Design serial_subtractor, sky130hd; sources not shown.
Figure 1. Routed metal per tile.
(6 px per um) 12 x 12 tiles, from black (low) to pale yellow (high), scaled to the fullest tile. Values are wire area over tile area, all layers added.
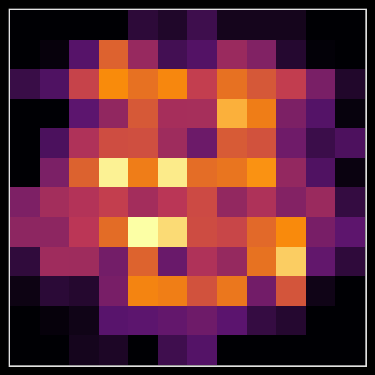
mean over tiles: 0.15
tiles over half the peak: 28%
emptiest ninth of the die: lower left
Total Wirelength: 3331 um
GR Util All Layers: 20.46%

Figure 2. Drive-strength map.
(8 px per um)
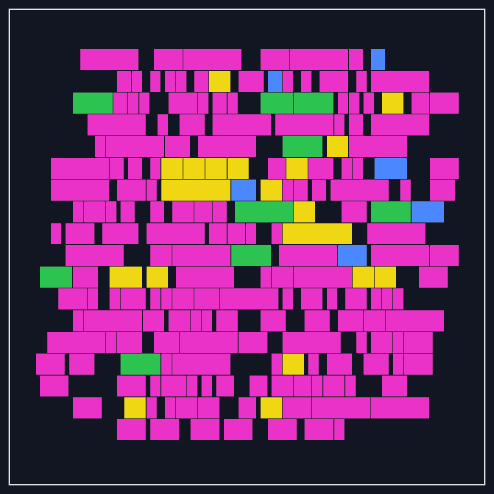
legend:
  drive 3 to 4:
    colour: yellow
    cells: 19
    share: 9.3%
  drive 6 and up:
    colour: green
    cells: 9
    share: 4.4%
  drive 1 or less:
    colour: magenta
    cells: 170
    share: 83%
  drive 2:
    colour: blue
    cells: 6
    share: 2.9%
Non-clk bufs: 47
final worst slack: -0.0005113 ns
Finished Cell Area: 0.001894 sq mm
area grow syn2layout: 36.40%

Figure 3. Sequential cells coloured by netlist name.
(6 px per um) Other sequential cells in the stronger grey, the rest of the logic in the fainter grey.
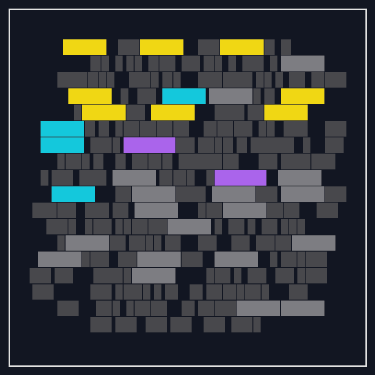
legend:
  diff:
    colour: yellow
    placed_flops: 8
  state_q:
    colour: purple
    placed_flops: 2
  cnt_q:
    colour: cyan
    placed_flops: 4
sequential share of cell area: 34.21%
final core utilization: 73.14%

Figure 4. Clock nets.
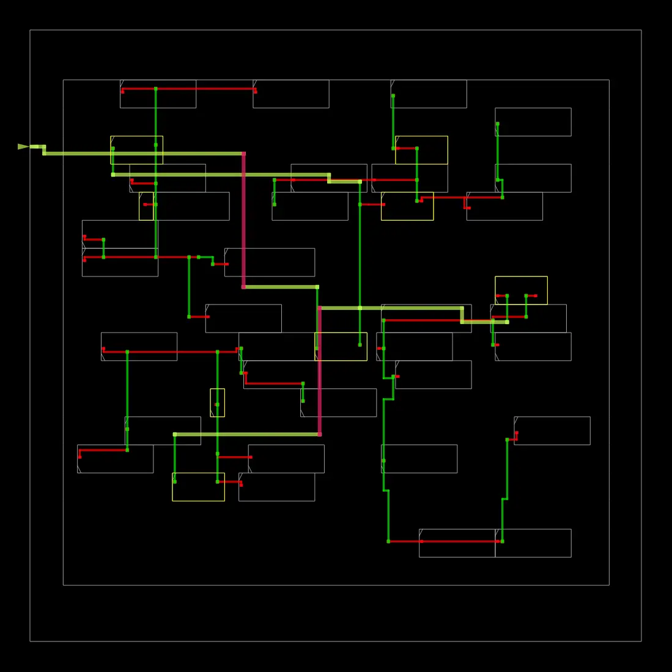
clock skew: 0.002931 ns
clock buffers: 6
CTS Sinks: 32
Num CTS Buffers: 5
flip-flops: 32

Figure 5. The metal 3 layer.
(8 px per um)
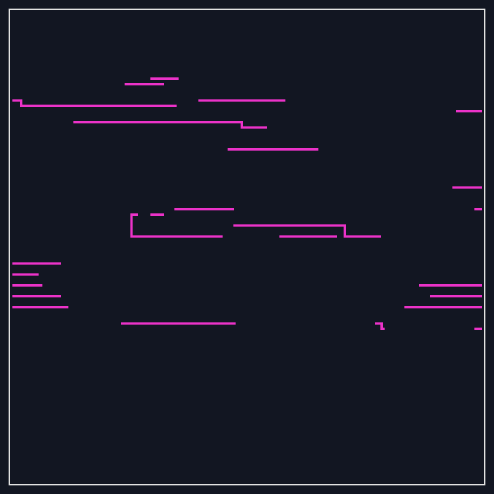
share of all routed wire: 5.9%
nets with wire on the layer: 19
main direction: horizontal
grt met3 use: 7.625%
via count: 1305

==> results_dict.tcl <==
# metrics dict for downstream scripts
set metrics [dict create \
    min_period_over_period_pct 100.0 \
    p_seq_share_pct 49.6 \
    switching_share_pct 24.66 \
    max_slew_margin_pct 71.60 \
    ys_async_sr_fraction_pct 0 \
    first_pass_iters 4 \
    critical_path_required_ns 1.05 \
    violations "negative setup slack" \
    path_cells "buf_12 > nor2_4 > buf_6" \
    grt_pass1_wl_um 5416 \
    fin_ws_ns -0.0005113 \
    r2r_cells 4 \
    core.rowCount 18 \
    crit_path_end_kind "output pin" \
    vdd_drop_max_uv 959.3 \
    grt_pass1_vias 1229 \
    pwr-share-clk_pct 35.0 \
    dp_hpwl_um 2347 \
    enable_flop_cells 0 \
    report.final.slew_viol_count 0 \
    final_cell_mix "nor2_1, dfxtp_1, nand2_1" \
    area_leaders "dfxtp_1, nor2_1, a211oi_1" \
    netlist_area_sq_mm 0.001389 \
    cts_root_buf "clkbuf_8" \
    io_buffers 30 \
    status "finished, violations left" \
    drc 0 \
    final_layout_size_suffix_gt1_share_pct 16.67 \
    avgViaCountPerCell 5.577 \
    min_path_cells 2 \
    synthesis.nets 184 \
    cp_slowest_stage_delay_ns 0.36 \
    cp.arrival_ns 1.05 \
    final-setup-viol-count 1 \
    initial_utilization_pct 53.62 \
    grt_max_degree 15 \
    antenna_found_initial 0 \
    nNetsFinal 225 \
    synth_area_per_cell_sq_um 8.573 \
    ff_type "dfxtp_1" \
    drtIter0Drc 72 \
    yosysUniqueCellTypes 32 \
    ios 31 \
]
-- through the flow --
stage	std cells	utilization [%]	hold WS, ns
after floorplan	162	-	0.4541
after global placement	222	68.16	0.4439
after detailed placement	222	68.16	0.4584
after CTS	230	71.74	0.4647
after global routing	234	73.14	0.4887
final	234	73.14	0.4603
-- cells in the mapped netlist (2+ instances only) --
cell       instances
buf_2              4
a21oi_1           10
nor2b_1            2
nand2b_1           3
dfxtp_1           32
nor2_1            31
o2bb2ai_1         11
a211oi_1          13
a32oi_1            2
o22ai_1            3
buf_4              2
nand3_1            2
clkbuf_1           6
inv_1              4
nand2_1           20
-- what timing repair did --
item | CTS | global route
resized | 14 | 11
setup buffers | 0 | 4
pin swaps | 0 | 1
endpoints found under the setup margin | 11 | 9
-- metal layers --
metal	wire (um)	vias up	GRT usage [%]
li1	-	647	-
met1	1501	618	25.51
met2	1609	36	32.45
met3	195	4	7.625
met4	25	0	6.796
met5	0	-	0
-- logic make-up (layout without fill, tap and decap cells) --
family | count (synthesis) | count (layout) | synth area share, %
fa+ha+maj | 2 | 2 | 2.342
mux | 2 | 2 | 1.532
flops | 32 | 32 | 46.13
compound gates | 46 | 46 | 24.69
simple gates | 63 | 63 | 19.28
buf+inv | 17 | 59 | 6.035
-- final cells by class --
type | instances | area (sq um) | area share [%]
inverters | 4 | 15.01 | 0.7926
multi-input cells | 113 | 674.4 | 35.60
clock inverters | 2 | 7.507 | 0.3963
well taps | 30 | 37.54 | 1.982
clock buffers | 6 | 82.58 | 4.359
flip-flops and latches | 32 | 648.1 | 34.21
repair buffers | 47 | 429.2 | 22.66
-- worst reg2reg max path: stages (launching register included) --
cell and delay, ns:
dfxtp_4 0.36, buf_12 0.14, inv_1 0.31, o2bb2ai_1 0.13, a221oi_1 0.25
-- power by group through the flow --
stage	Combinational (uW)	Sequential, uW	Clock, uW
2_1_floorplan	172	1010	0
3_3_place_gp	283	1010	0
6_report	308	992	699
5_1_grt	337	997	752
3_5_place_dp	290	1010	0
4_1_cts	293	992	714
No activity file was given, so power comes from the tool's default toggle rates.
